===== src/rtl/muldiv_pkg.sv =====
// Shared types and op-decoding helpers for the iterative RV32M/RV64M mult/div unit.
package muldiv_pkg;

    typedef enum logic [2:0] {
        MD_MUL    = 3'd0,
        MD_MULH   = 3'd1,
        MD_MULHSU = 3'd2,
        MD_MULHU  = 3'd3,
        MD_DIV    = 3'd4,
        MD_DIVU   = 3'd5,
        MD_REM    = 3'd6,
        MD_REMU   = 3'd7
    } md_op_e;

    typedef enum logic [2:0] {
        IDLE,
        MUL,
        DIV_SETUP,
        DIV_ITER,
        DIV_FIX
    } md_state_e;

    function automatic logic is_div(input md_op_e op);
        return op inside {MD_DIV, MD_DIVU, MD_REM, MD_REMU};
    endfunction

    function automatic logic is_signed_a(input md_op_e op);
        return op inside {MD_MULH, MD_MULHSU, MD_DIV, MD_REM};
    endfunction

    function automatic logic is_signed_b(input md_op_e op);
        return op inside {MD_MULH, MD_DIV, MD_REM};
    endfunction

endpackage


===== src/rtl/muldiv_result_fifo.sv =====
// Result queue between the iterative unit and the CDB; the caller guarantees space on push.
module muldiv_result_fifo #(
    parameter int XLEN         = 32,
    parameter int TAG_W        = 6,
    parameter int RESULT_DEPTH = 4
) (
    input  logic                                 clk,
    input  logic                                 reset_n,
    input  logic                                 flush,
    input  logic                                 push,
    input  logic [XLEN-1:0]                      push_result,
    input  logic [TAG_W-1:0]                     push_tag,
    input  logic                                 pop,
    output logic [$clog2(RESULT_DEPTH+1)-1:0]    count,
    output logic                                 head_valid,
    output logic [XLEN-1:0]                      head_result,
    output logic [TAG_W-1:0]                     head_tag
);
    localparam int PW = $clog2(RESULT_DEPTH);
    localparam int CW = $clog2(RESULT_DEPTH + 1);

    logic [RESULT_DEPTH-1:0][XLEN-1:0]  res_mem_q;
    logic [RESULT_DEPTH-1:0][TAG_W-1:0] tag_mem_q;
    logic [PW-1:0] wr_q, rd_q;
    logic [CW-1:0] cnt_q, cnt_d;
    logic          do_pop;

    assign head_valid  = cnt_q != '0;
    assign do_pop      = pop & head_valid;
    assign count       = cnt_q;
    // Empty queue drives zeros so the bus never shows a stale entry.
    assign head_result = head_valid ? res_mem_q[rd_q] : '0;
    assign head_tag    = head_valid ? tag_mem_q[rd_q] : '0;

    always_comb begin
        cnt_d = cnt_q;
        if (push && !do_pop)
            cnt_d = cnt_q + CW'(1);
        else if (!push && do_pop)
            cnt_d = cnt_q - CW'(1);
    end

    always_ff @(posedge clk or negedge reset_n) begin
        if (!reset_n) begin
            wr_q  <= '0;
            rd_q  <= '0;
            cnt_q <= '0;
        end else if (flush) begin
            wr_q  <= '0;
            rd_q  <= '0;
            cnt_q <= '0;
        end else begin
            if (push)   wr_q <= wr_q + PW'(1);
            if (do_pop) rd_q <= rd_q + PW'(1);
            cnt_q <= cnt_d;
        end
    end

    always_ff @(posedge clk) begin
        if (push && !flush) begin
            res_mem_q[wr_q] <= push_result;
            tag_mem_q[wr_q] <= push_tag;
        end
    end

endmodule


===== src/rtl/mult_div_iter_unit.sv =====
// Iterative RV32M/RV64M mult/div unit (fixed-latency MUL, radix-2 restoring DIV) feeding a CDB queue.
// Define DIV_EARLY_EXIT_EN to resolve divides with |src1| < |src2| right after setup.
module mult_div_iter_unit
    import muldiv_pkg::*;
#(
    parameter int XLEN         = 32,
    parameter int TAG_W        = 6,
    parameter int MUL_LAT      = 3,
    parameter int RESULT_DEPTH = 4
) (
    input  logic             clk,
    input  logic             reset_n,
    input  logic             flush,
    input  logic             in_valid,
    output logic             in_ready,
    input  logic [2:0]       in_op,
    input  logic [XLEN-1:0]  in_src1,
    input  logic [XLEN-1:0]  in_src2,
    input  logic [TAG_W-1:0] in_tag,
    output logic             out_valid,
    input  logic             out_grant,
    output logic [XLEN-1:0]  out_result,
    output logic [TAG_W-1:0] out_tag
);
    localparam int CNT_W = $clog2(XLEN + 1);
    localparam int QC_W  = $clog2(RESULT_DEPTH + 1);
    localparam logic [XLEN-1:0] INT_MIN = {1'b1, {(XLEN-1){1'b0}}};

    md_state_e        state_q, state_d;
    logic [CNT_W-1:0] cnt_q, cnt_d;
    md_op_e           op_q;
    logic [TAG_W-1:0] tag_q;
    logic [XLEN-1:0]  src1_q, src2_q;
    logic [XLEN-1:0]  quo_q, quo_d, rem_q, rem_d, dvs_q, dvs_d;
    logic             negq_q, negq_d, negr_q, negr_d;
    logic [QC_W-1:0]  q_count;
    logic             accept, push;
    logic [XLEN-1:0]  push_result, mul_result, div_result, quo_fix, rem_fix;

    assign in_ready = reset_n & (state_q == IDLE) & (q_count < QC_W'(RESULT_DEPTH)) & ~flush;
    assign accept   = in_valid & in_ready;

    // Operand decode shared by the multiplier and divide setup.
    logic            s1, s2, div_zero, div_ovf, early;
    logic [XLEN-1:0] mag1, mag2;
    assign s1       = is_signed_a(op_q) & src1_q[XLEN-1];
    assign s2       = is_signed_b(op_q) & src2_q[XLEN-1];
    assign mag1     = s1 ? -src1_q : src1_q;
    assign mag2     = s2 ? -src2_q : src2_q;
    assign div_zero = src2_q == '0;
    assign div_ovf  = is_signed_b(op_q) && (src1_q == INT_MIN) && (src2_q == '1);
`ifdef DIV_EARLY_EXIT_EN
    assign early    = mag1 < mag2;
`else
    assign early    = 1'b0;
`endif

    logic [2*XLEN-1:0] a_ext, b_ext, prod;
    assign a_ext      = {{XLEN{s1}}, src1_q};
    assign b_ext      = {{XLEN{s2}}, src2_q};
    assign prod       = a_ext * b_ext;
    assign mul_result = (op_q == MD_MUL) ? prod[XLEN-1:0] : prod[2*XLEN-1:XLEN];

    // One restoring step: shift the next dividend bit into the partial remainder.
    logic [XLEN:0]   shifted;
    logic            ge;
    logic [XLEN-1:0] diff;
    assign shifted = {rem_q, quo_q[XLEN-1]};
    assign ge      = shifted >= {1'b0, dvs_q};
    assign diff    = shifted[XLEN-1:0] - dvs_q;

    assign quo_fix    = negq_q ? -quo_q : quo_q;
    assign rem_fix    = negr_q ? -rem_q : rem_q;
    assign div_result = (op_q inside {MD_REM, MD_REMU}) ? rem_fix : quo_fix;

    assign push        = ((state_q == MUL) && (cnt_q == '0)) || (state_q == DIV_FIX);
    assign push_result = (state_q == MUL) ? mul_result : div_result;

    always_comb begin
        state_d = state_q;
        cnt_d   = cnt_q;
        quo_d   = quo_q;
        rem_d   = rem_q;
        dvs_d   = dvs_q;
        negq_d  = negq_q;
        negr_d  = negr_q;
        case (state_q)
            IDLE: begin
                if (accept) begin
                    state_d = is_div(md_op_e'(in_op)) ? DIV_SETUP : MUL;
                    cnt_d   = CNT_W'(MUL_LAT - 1);
                end
            end
            MUL: begin
                if (cnt_q == '0) state_d = IDLE;
                else             cnt_d   = cnt_q - CNT_W'(1);
            end
            DIV_SETUP: begin
                state_d = DIV_ITER;
                cnt_d   = CNT_W'(XLEN);
                quo_d   = mag1;
                rem_d   = '0;
                dvs_d   = mag2;
                negq_d  = s1 ^ s2;
                negr_d  = s1;
                // Special cases load final values and skip straight to the write-back.
                if (div_zero || div_ovf || early) begin
                    state_d = DIV_FIX;
                    negq_d  = 1'b0;
                    negr_d  = 1'b0;
                    if (div_zero) begin
                        quo_d = '1;
                        rem_d = src1_q;
                    end else if (div_ovf) begin
                        quo_d = src1_q;
                        rem_d = '0;
                    end else begin
                        quo_d = '0;
                        rem_d = src1_q;
                    end
                end
            end
            DIV_ITER: begin
                quo_d = {quo_q[XLEN-2:0], ge};
                rem_d = ge ? diff : shifted[XLEN-1:0];
                cnt_d = cnt_q - CNT_W'(1);
                if (cnt_q == CNT_W'(1)) state_d = DIV_FIX;
            end
            DIV_FIX: state_d = IDLE;
            default: state_d = IDLE;
        endcase
        if (flush) state_d = IDLE;
    end

    always_ff @(posedge clk or negedge reset_n) begin
        if (!reset_n) begin
            state_q <= IDLE;
            cnt_q   <= '0;
            quo_q   <= '0;
            rem_q   <= '0;
            dvs_q   <= '0;
            negq_q  <= 1'b0;
            negr_q  <= 1'b0;
        end else begin
            state_q <= state_d;
            cnt_q   <= cnt_d;
            quo_q   <= quo_d;
            rem_q   <= rem_d;
            dvs_q   <= dvs_d;
            negq_q  <= negq_d;
            negr_q  <= negr_d;
        end
    end

    always_ff @(posedge clk or negedge reset_n) begin
        if (!reset_n) begin
            op_q   <= MD_MUL;
            tag_q  <= '0;
            src1_q <= '0;
            src2_q <= '0;
        end else if (accept) begin
            op_q   <= md_op_e'(in_op);
            tag_q  <= in_tag;
            src1_q <= in_src1;
            src2_q <= in_src2;
        end
    end

    muldiv_result_fifo #(
        .XLEN         (XLEN),
        .TAG_W        (TAG_W),
        .RESULT_DEPTH (RESULT_DEPTH)
    ) u_fifo (
        .clk         (clk),
        .reset_n     (reset_n),
        .flush       (flush),
        .push        (push),
        .push_result (push_result),
        .push_tag    (tag_q),
        .pop         (out_grant),
        .count       (q_count),
        .head_valid  (out_valid),
        .head_result (out_result),
        .head_tag    (out_tag)
    );

endmodule


===== config.mk =====
export PLATFORM = sky130hd
export DESIGN_NAME = mult_div_iter_unit
export DESIGN_NICKNAME = d
export VERILOG_FILES = /design/src/rtl/muldiv_pkg.sv /design/src/rtl/muldiv_result_fifo.sv /design/src/rtl/mult_div_iter_unit.sv
export SDC_FILE = /design/constraint.sdc
export NUM_CORES = 2
export LEC_CHECK = 0
export CORE_AREA = 2 2 368 370
export CTS_CLUSTER_SIZE = 24
export DETAILED_ROUTE_END_ITERATION = 6
export DIE_AREA = 0 0 370 372
export DONT_BUFFER_PORTS = 1
export PLACE_DENSITY = 0.61
export SETUP_SLACK_MARGIN = 0.3
export SYNTH_ARGS = -nofsm -noshare
export SYNTH_HDL_FRONTEND = slang
export SYNTH_SLANG_ARGS = --single-unit

===== constraint.sdc =====
create_clock -name clk -period 8.7 [get_ports clk]
set_input_delay 1.305 -clock clk [delete_from_list [all_inputs] [get_ports clk]]
set_output_delay 1.305 -clock clk [all_outputs]
set_load 0.01 [all_outputs]

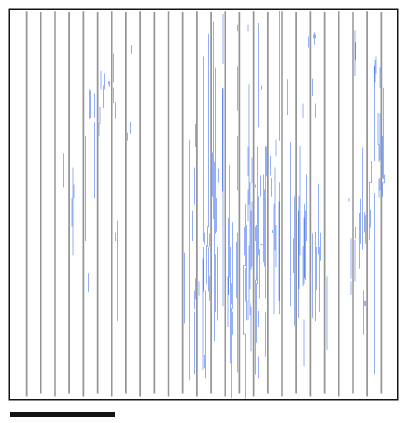
(M4 wires)
Scale bar: 100 um. Supply wires on this layer in grey.
nets with wire on the layer: 129
longest straight run: 230 um
main direction: vertical
Total Wirelength: 176000 um
total number of vias: 42900

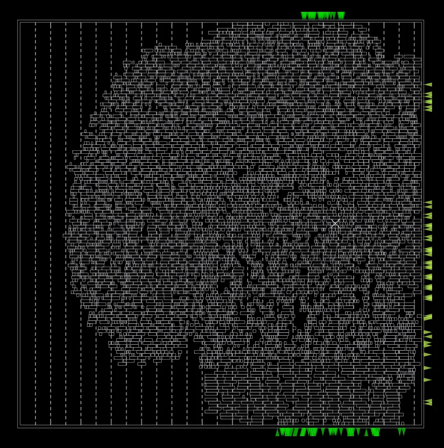
(placed standard cells)
area of the core: 134000 um^2
flop count: 339
utilization after layout: 47.2%

==> ds_physical_params.txt <==
Implementation parameters

Parameter                              Value

Run status
  Run status .................. finished, violations left
  Failing checks .................. DRC

Clock network
  Number of buffers added to fix hold violations after cts .................. 0
  Number of H-tree branching levels .................. 2
  Buffer type at the clock tree root .................. clkbuf_16
  Longest Clk Path Bufs .................. 3
  Clock sink count .................. 339
  Clock insertion delay at the later pin of the skew report .................. 590 ps
  Number of buffers added by the clock tree synthesis step .................. 38
  CTS tree .................. built
  Register clock-pin slew on the reported worst setup and hold paths .................. 80 ps

Worst hold path
  Worst min-delay path class .................. in2async

Final layout
  Most frequent logic cell in the layout .................. inv_1
  Post-route standard cell area excluding fillers .................. 63400 um^2
  Top library cells by usage in the layout, fill and taps aside .................. inv_1 (1218), fa_1 (1111), nand2_1 (962)
  Final #Nets .................. 7568
  Area growth from synthesis to final layout .................. 11.0%
  Ratio of cells with drive above 1 in the final layout .................. 11.6%

Job
  MaxCap Viol Count .................. 0
  Total tool warning count .................. 37

Route
  Average wire length per cell after detail routing .................. 22.2 um
  Metal3 WL .................. 11400 um
  Via count normalized by instance count .................. 5.42
  Antenna-violating nets left .................. 0
  Met2 wire length .................. 84000 um
  Max Used Layer .................. met5
  DRC marker count from the first detailed-route iteration .................. 3362
  Detailed-route wire length on metal 1 .................. 71300 um
  Number of remaining DRC errors .................. 2
  First drt pass iteration count .................. 7

Die
  Vert. Die Dim .................. 372 um
  Boundary pin count .................. 118
  Pre-Place Util .................. 42.6%
  Overall die area .................. 138000 um^2
  Num rows .................. 135
  Floorplan die width .................. 370 um

Timing
  Min Clock Period, post-route .................. 8550 ps
  Worst slew margin relative to its limit .................. 15.7%
  Top achievable clock speed .................. 0.117 GHz
  Number of slew-limit violations in the final report .................. 0
  Worst-Margin Slew .................. 1260 ps
  Hold violation total from the final report .................. 0
  Setup repair after global routing missed its margin .................. true
  Worst Slack Setup Final .................. 153 ps
  Final tally of setup violations .................. 0
  Final period utilization .................. 98.2%
  Final hold slack .................. 436 ps

Logic synthesis
  Floorplan Nets .................. 7558
  Largest area contributor in the synthesized netlist .................. fa_1
  Yosys cell types .................. 79
  Total standard cell area after synthesis .................. 57200 um^2
  Cell types occupying the most area after synthesis .................. fa_1 (39%), dfrtp_1 (8.2%), inv_1 (8.1%)
  XOR Share, Synth .................. 3.36%
  Most frequent cell after synthesis .................. inv_1
  Area share of the largest cell type after synthesis .................. 39.5%
  Mux area share .................. 3.46%
  Top cells by count, synth .................. inv_1 (1234), fa_1 (1127), nand2_1 (976)
  Flip-flop and latch count after synthesis .................. 339
  Adders+Majority by Area .................. 45.0%
  Async set or reset register ratio after synthesis .................. 55.2%
  Count of flip-flops with a built-in enable after synthesis .................. 152
  Share of synthesized area occupied by flip-flops and latches .................. 16.2%
  Cell count listed in synth_stat.txt .................. 6098
  Yosys simple share .................. 14.0%
  Count of yosys warnings during synthesis .................. 0
  Aoi/oai-family share of the synthesized area .................. 7.33%
  Mean Syn Cell Area .................. 9.37 um^2
  Prevailing post-synth register cell .................. dfrtp_1
  Area reported by Yosys stat .................. 57200 um^2
  Prevailing logic family in the synthesized netlist .................. adder cells
  Syn Inst Count .................. 6098

Setup path
  Library cell contributing the largest single delay on the critical path .................. fa_1
  Crit path launch .................. op_q[2]$_DFFE_PN0P_
  Sort of element at the end of the critical path .................. flip-flop
  Destination of the worst register-to-register timing path .................. u_fifo.res_mem_q[93]$_DFFE_PP_
  Depth of the most critical reg-to-reg path .................. 32
  Register-to-Register Setup Slack .................. 150 ps
  Cell family contributing the most delay on the critical path .................. adder cells
  Slowest stage delay, CP .................. 570 ps
  Endpoint required time on the critical path .................. 9010 ps
  Data arrival time of the worst path .................. 8860 ps
  Crit path buffers/inverters .................. 9
  Critical Path Sink .................. u_fifo.res_mem_q[93]$_DFFE_PP_
  CP startpoint kind .................. flip-flop
  Reg-to-reg startpoint .................. op_q[2]$_DFFE_PN0P_
  Setup Crit Path Kind .................. reg2reg
  Cell depth of the worst setup path .................. 32
  Critical path peak fanout .................. 6

GRT
  Number of antenna violations at the first check in global routing .................. 18
  Wire length of the first global-routing pass .................. 272000 um
  Residual overflow from global routing .................. 0
  Peak-usage layer in the global routing report .................. met2
  GR met3 Demand/Resource .................. 3.42%
  Global routing met1 resource utilization .................. 33.9%
  All-Layer GR Usage .................. 25.8%
  Maximum number of pins on one net before global-route repair .................. 189
  GR met2 Demand/Resource .................. 42.8%
  Number of global-route vias before repair .................. 45200

Place
  Place WS .................. -105 ps
  Number of buffers added on ports .................. 0
  Cell area after placement .................. 60900 um^2
  Final weighted congestion in routability-driven placement .................. 1.01
  HPWL after DPL .................. 139000 um
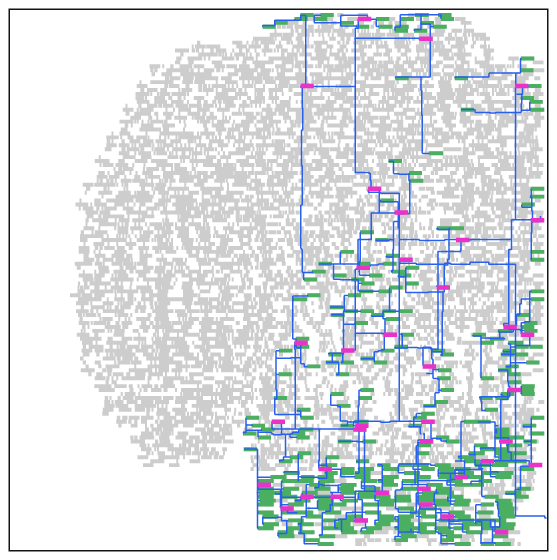
(routed clock nets over the placement)
[clock drivers] magenta | count: 38
[clock wires] blue | length: 5610 um
[flip-flops] green | count: 339
routed clock nets: 39
skew final: 33.6 ps

[worst register-to-register path: cells and delay by family (launching register included)]
| kind | cells | cell delay, ps |
|---|---|---|
| adder cells (fa/ha/maj) | 9 | 4410 |
| AND/OR/NAND/NOR | 7 | 1130 |
| flip-flops | 1 | 400 |
| AND-OR/OR-AND | 6 | 1280 |
| XOR/XNOR | 1 | 130 |
| buffers and inverters | 9 | 930 |
[metrics by stage]
step | std cells | TNS (ps) | utilization (%)
after floorplan | 6098 | 0 | -
after global placement | 7804 | 0 | 45.4
after detailed placement | 7804 | -994 | 45.4
after CTS | 7889 | 0 | 46.5
after global routing | 7926 | -219 | 47.2
final | 7927 | 0 | 47.2
[final cells by class]
| type | instances | area [um^2] |
|---|---|---|
| multi-input combinational | 4147 | 42700 |
| tap | 1781 | 2230 |
| fill | 12700 | 70800 |
| inverter | 1234 | 4640 |
| clock buffer | 44 | 983 |
| clock inverter | 25 | 251 |
| sequential | 339 | 9270 |
| timing repair buffer | 348 | 3300 |
| antenna | 9 | 22.5 |
[state kept, by name (all words and copies together) (netlist names)]
register,flops
u_fifo.count,3
u_fifo.tag_mem_q,24
cnt_q,6
state_q,3
op_q,3
u_fifo.wr_q,2
tag_q,6
dvs_q,32
negq_q,1
quo_q,32
negr_q,1
u_fifo.rd_q,2
src2_q,32
src1_q,32
rem_q,32
u_fifo.res_mem_q,128
[timing repair]
item / CTS / global route
endpoints found under the setup margin: 96 / 128
gates resized: 44 / 161
cloned: 1 / 2
pin swaps: 24 / 86
buffers inserted: 15 / 27
